<file path="config.mk">
export PLATFORM = sky130hd
export DESIGN_NAME = fila_andar_a_flat
export DESIGN_NICKNAME = d
export VERILOG_FILES = /design/src/rtl/fila_andar_a_if.sv /design/src/rtl/fila_andar_a.sv /design/src/flat_wrapper.sv
export SDC_FILE = /design/constraint.sdc
export NUM_CORES = 1
export LEC_CHECK = 0
export CORE_MARGIN = 2
export CORE_UTILIZATION = 39
export CTS_CLUSTER_DIAMETER = 60
export DETAILED_ROUTE_END_ITERATION = 8
export HOLD_SLACK_MARGIN = 0.05
export PLACE_DENSITY = 0.82
export SYNTH_ARGS = -nofsm -noshare
export SYNTH_HDL_FRONTEND = slang
export SYNTH_SLANG_ARGS = --single-unit
</file>
<file path="constraint.sdc">
create_clock -name clk_2 -period 2.1 [get_ports clk_2]
set_input_delay 0.42 -clock clk_2 [delete_from_list [all_inputs] [get_ports clk_2]]
set_output_delay 0.42 -clock clk_2 [all_outputs]
set_load 0.01 [all_outputs]
</file>
<file path="src/rtl/fila_andar_a_if.sv">
// Signal bundle between the floor-A queue controller and its environment
// (arrival switch, elevator door/floor in; boarding strobe and status out).
interface fila_andar_a_if #(
  parameter int FILA_BITS = 3
);
  logic                 chegada;
  logic                 porta;
  logic                 andar;
  logic                 pessoa;
  logic [FILA_BITS-1:0] fila;
  logic [1:0]           embarcados;
  logic                 cheia;
  logic [1:0]           estado;
  logic                 overflow;

  modport master (
    output chegada, porta, andar,
    input  pessoa, fila, embarcados, cheia, estado, overflow
  );

  modport slave (
    input  chegada, porta, andar,
    output pessoa, fila, embarcados, cheia, estado, overflow
  );
endinterface

</file>
<file path="src/rtl/fila_andar_a.sv">
// Floor-A passenger queue and boarding controller feeding the elevator FSM.
// Optional sticky overflow flag built only with FILA_OVERFLOW_STICKY_EN.
module fila_andar_a #(
  parameter int CAP       = 2,
  parameter int MAX_FILA  = 7,
  parameter int FILA_BITS = 3
) (
  input  logic           clk_2,
  input  logic           reset,
  fila_andar_a_if.slave  bus
);

  localparam logic [1:0] AUSENTE  = 2'd0;
  localparam logic [1:0] EMBARQUE = 2'd1;
  localparam logic [1:0] LOTADO   = 2'd2;

  localparam logic [1:0]           CAP_L = 2'(CAP);
  localparam logic [FILA_BITS-1:0] MAX_L = FILA_BITS'(MAX_FILA);
  localparam logic [FILA_BITS-1:0] ONE_F = {{(FILA_BITS-1){1'b0}}, 1'b1};

  logic                 s1_q, s2_q, s3_q;
  logic [1:0]           st_q, st_d;
  logic [FILA_BITS-1:0] fila_q, fila_d;
  logic [1:0]           emb_q, emb_d;
  logic                 arrival, porta_a, pessoa, full;

  // s1/s2 resynchronize the raw switch; s3 is only for edge detection
  always_ff @(posedge clk_2 or posedge reset) begin
    if (reset) begin
      s1_q <= 1'b0;
      s2_q <= 1'b0;
      s3_q <= 1'b0;
    end else begin
      s1_q <= bus.chegada;
      s2_q <= s1_q;
      s3_q <= s2_q;
    end
  end

  assign arrival = s2_q & ~s3_q;
  assign porta_a = bus.porta & ~bus.andar;
  assign full    = (fila_q == MAX_L);
  assign pessoa  = (st_q == EMBARQUE) & porta_a & (fila_q != '0) & (emb_q < CAP_L);

  always_comb begin
    st_d = st_q;
    case (st_q)
      AUSENTE:  if (porta_a) st_d = EMBARQUE;
      EMBARQUE: begin
        // door closing wins over reaching capacity
        if (!porta_a)                                 st_d = AUSENTE;
        else if (pessoa && (emb_q + 2'd1 == CAP_L))   st_d = LOTADO;
      end
      LOTADO:   if (!porta_a) st_d = AUSENTE;
      default:  st_d = AUSENTE;
    endcase
  end

  // Arrival and boarding on the same edge cancel out, even when full
  always_comb begin
    fila_d = fila_q;
    if (arrival && !pessoa && !full) fila_d = fila_q + ONE_F;
    else if (!arrival && pessoa)     fila_d = fila_q - ONE_F;
  end

  // pessoa already implies emb_q < CAP, so the increment saturates at CAP
  always_comb begin
    emb_d = emb_q;
    if (st_q == AUSENTE && porta_a) emb_d = 2'd0;
    else if (pessoa)                emb_d = emb_q + 2'd1;
  end

  always_ff @(posedge clk_2 or posedge reset) begin
    if (reset) begin
      st_q   <= AUSENTE;
      fila_q <= '0;
      emb_q  <= 2'd0;
    end else begin
      st_q   <= st_d;
      fila_q <= fila_d;
      emb_q  <= emb_d;
    end
  end

`ifdef FILA_OVERFLOW_STICKY_EN
  logic ovf_q;
  logic drop;

  assign drop = arrival & ~pessoa & full;

  always_ff @(posedge clk_2 or posedge reset) begin
    if (reset)     ovf_q <= 1'b0;
    else if (drop) ovf_q <= 1'b1;
  end

  assign bus.overflow = ovf_q;
`else
  assign bus.overflow = 1'b0;
`endif

  assign bus.pessoa     = pessoa;
  assign bus.fila       = fila_q;
  assign bus.embarcados = emb_q;
  assign bus.cheia      = full;
  assign bus.estado     = st_q;

endmodule

</file>
<file path="src/flat_wrapper.sv">
// flat-port wrapper written by rule: the top's interface ports become plain ports
module fila_andar_a_flat 
#(
  parameter int CAP       = 2,
  parameter int MAX_FILA  = 7,
  parameter int FILA_BITS = 3
)
  (clk_2, reset, bus_chegada, bus_porta, bus_andar, bus_pessoa, bus_fila, bus_embarcados, bus_cheia, bus_estado, bus_overflow);
  fila_andar_a_if #(.FILA_BITS(FILA_BITS)) bus_i ();
  input  logic clk_2;
  input  logic reset;
  input wire logic [$bits(bus_i.chegada)-1:0] bus_chegada;
  input wire logic [$bits(bus_i.porta)-1:0] bus_porta;
  input wire logic [$bits(bus_i.andar)-1:0] bus_andar;
  output wire logic [$bits(bus_i.pessoa)-1:0] bus_pessoa;
  output wire logic [$bits(bus_i.fila)-1:0] bus_fila;
  output wire logic [$bits(bus_i.embarcados)-1:0] bus_embarcados;
  output wire logic [$bits(bus_i.cheia)-1:0] bus_cheia;
  output wire logic [$bits(bus_i.estado)-1:0] bus_estado;
  output wire logic [$bits(bus_i.overflow)-1:0] bus_overflow;
  assign bus_i.chegada = bus_chegada;
  assign bus_i.porta = bus_porta;
  assign bus_i.andar = bus_andar;
  assign bus_pessoa = bus_i.pessoa;
  assign bus_fila = bus_i.fila;
  assign bus_embarcados = bus_i.embarcados;
  assign bus_cheia = bus_i.cheia;
  assign bus_estado = bus_i.estado;
  assign bus_overflow = bus_i.overflow;
  fila_andar_a #(.CAP(CAP), .MAX_FILA(MAX_FILA), .FILA_BITS(FILA_BITS)) u_core (.clk_2(clk_2), .reset(reset), .bus(bus_i));
endmodule
</file>
==> images/metal_stack.png <==
Scale: 10 px per um. Two of the layers only.
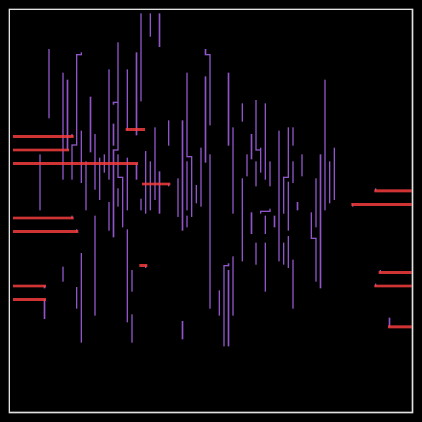
met3: drawn in red, wire length 63.2 um. met2: drawn in purple, wire length 469 um.
routed vias: 431
final wirelength: 1030 um
WL per Instance: 12.4 um
GRT Util Overall: 15.9%

==> images/wire_density.png <==
Scale: 6 px per um. 8 x 8 tiles, from dark purple (low) to yellow (high), scaled to the fullest tile. Values are wire area over tile area, all layers added.
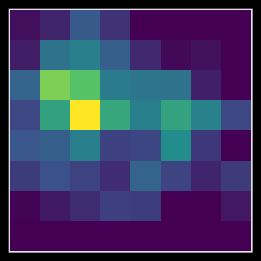
The mean over all tiles is 0.10. 9.4% of the tiles are over half the peak. 28% of the tiles are nearly empty. The fullest tile reaches 0.49.

==> images/drive_strength.png <==
Scale: 10 px per um.
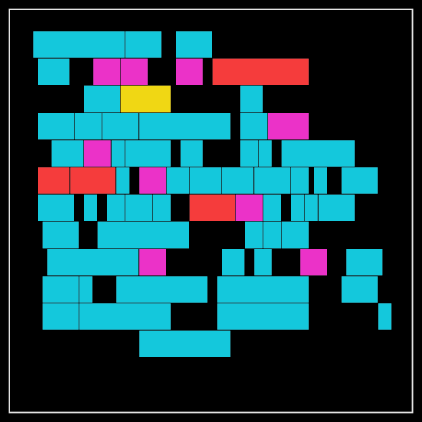
drive 2: drawn in red, cells 4. drive 6 and up: drawn in yellow, cells 1, most used clkbuf_8. drive 3 to 4: drawn in magenta, cells 9, most used buf_4. drive 1 or less: drawn in cyan, cells 54, most used clkdlybuf4s50_1.

==> impl_metrics.toml <==
# generated from flow reports
[global_routing]
grt_use_met1_pct = 20.2
grt_pass1_vias = 418
grt_overflow = 0

[yosys]
xor_share_pct = 1.72
synth_flops = 10
ys.flop_type = "dfrtp_1"
ys_sh_aoi_pct = 9.80
area_leaders = "dfrtp_1 (49%), a21oi_1 (3.9%), fa_1 (3.9%)"
yosysWarnings = 0
postSynthSeqShare_pct = 49.0
synthAdderAreaFrac_pct = 6.37
edf_count = 0
synth_top_area_share_pct = 49.0
synth_area_um2 = 510
synth_cells = 48
most_common_cell = "dfrtp_1"
ys_types = 26
mux_share_pct = 1.96

[worst_setup_path]
r2r_cells = 7
critPathMaxFanout = 7
r2r-end = "u_core.bus.fila[2]"
required_ns = 1.68
cp.buffers_inverters = 1
crit_slowest_cell = "dfrtp_2"
crit_end = "bus_pessoa"
rrSetupSlack_ns = 0.16
startpoint_type = "flop"
path_delay_family = "simple AND/OR/NAND/NOR gates"
r2r_start = "u_core.bus.fila[2]"
cp.depth = 3
arrival_ns = 1.61

[clocking]
cts_buffers = 3
post_cts_resized = 2

[layout]
seq_share_pct = 34.7
syn2layout_area_growth_pct = 42.2
design_area_um2 = 726
inv_count = 4
comb_area_share_pct = 32.8
buffer_area_share_pct = 22.9
lay_top_count = "clkdlybuf4s50_1"

[routing]
routed_via_density = 5.19
met2_length_um = 469
drc = 0
drtIter0Drc = 9

[run_status]
outcome = "finished clean"

[sta]
drv_slew = 0
setup_tns_ns = 0
rsz0062_at_grt = "no"
hold_violations = 0
period_minus_slack_ns = 2.03
hold_ws_ns = 0.350
skew_ns = 0.00180
setup_viol = 0

[pwr]
internal-power_uw = 540
switching_power_uw = 271
sw_frac_of_total_pct = 33.4
pwr-share-clk_pct = 21.2
comb_cell_power_uw = 346
p_total_uw = 811
sequentialPower_uw = 293

[floorplan]
initial_core_util_pct = 40.2
ioPinCount = 15
row_count = 13
n_tap_cell = 15

[worst_hold_path]
worstHoldStart = "u_core.s1_q"
hp-class = "reg2reg"

[placed_design]
io_buffers = 13
dp_slack_ns = -0.263
Power and IR drop assume default switching activity.
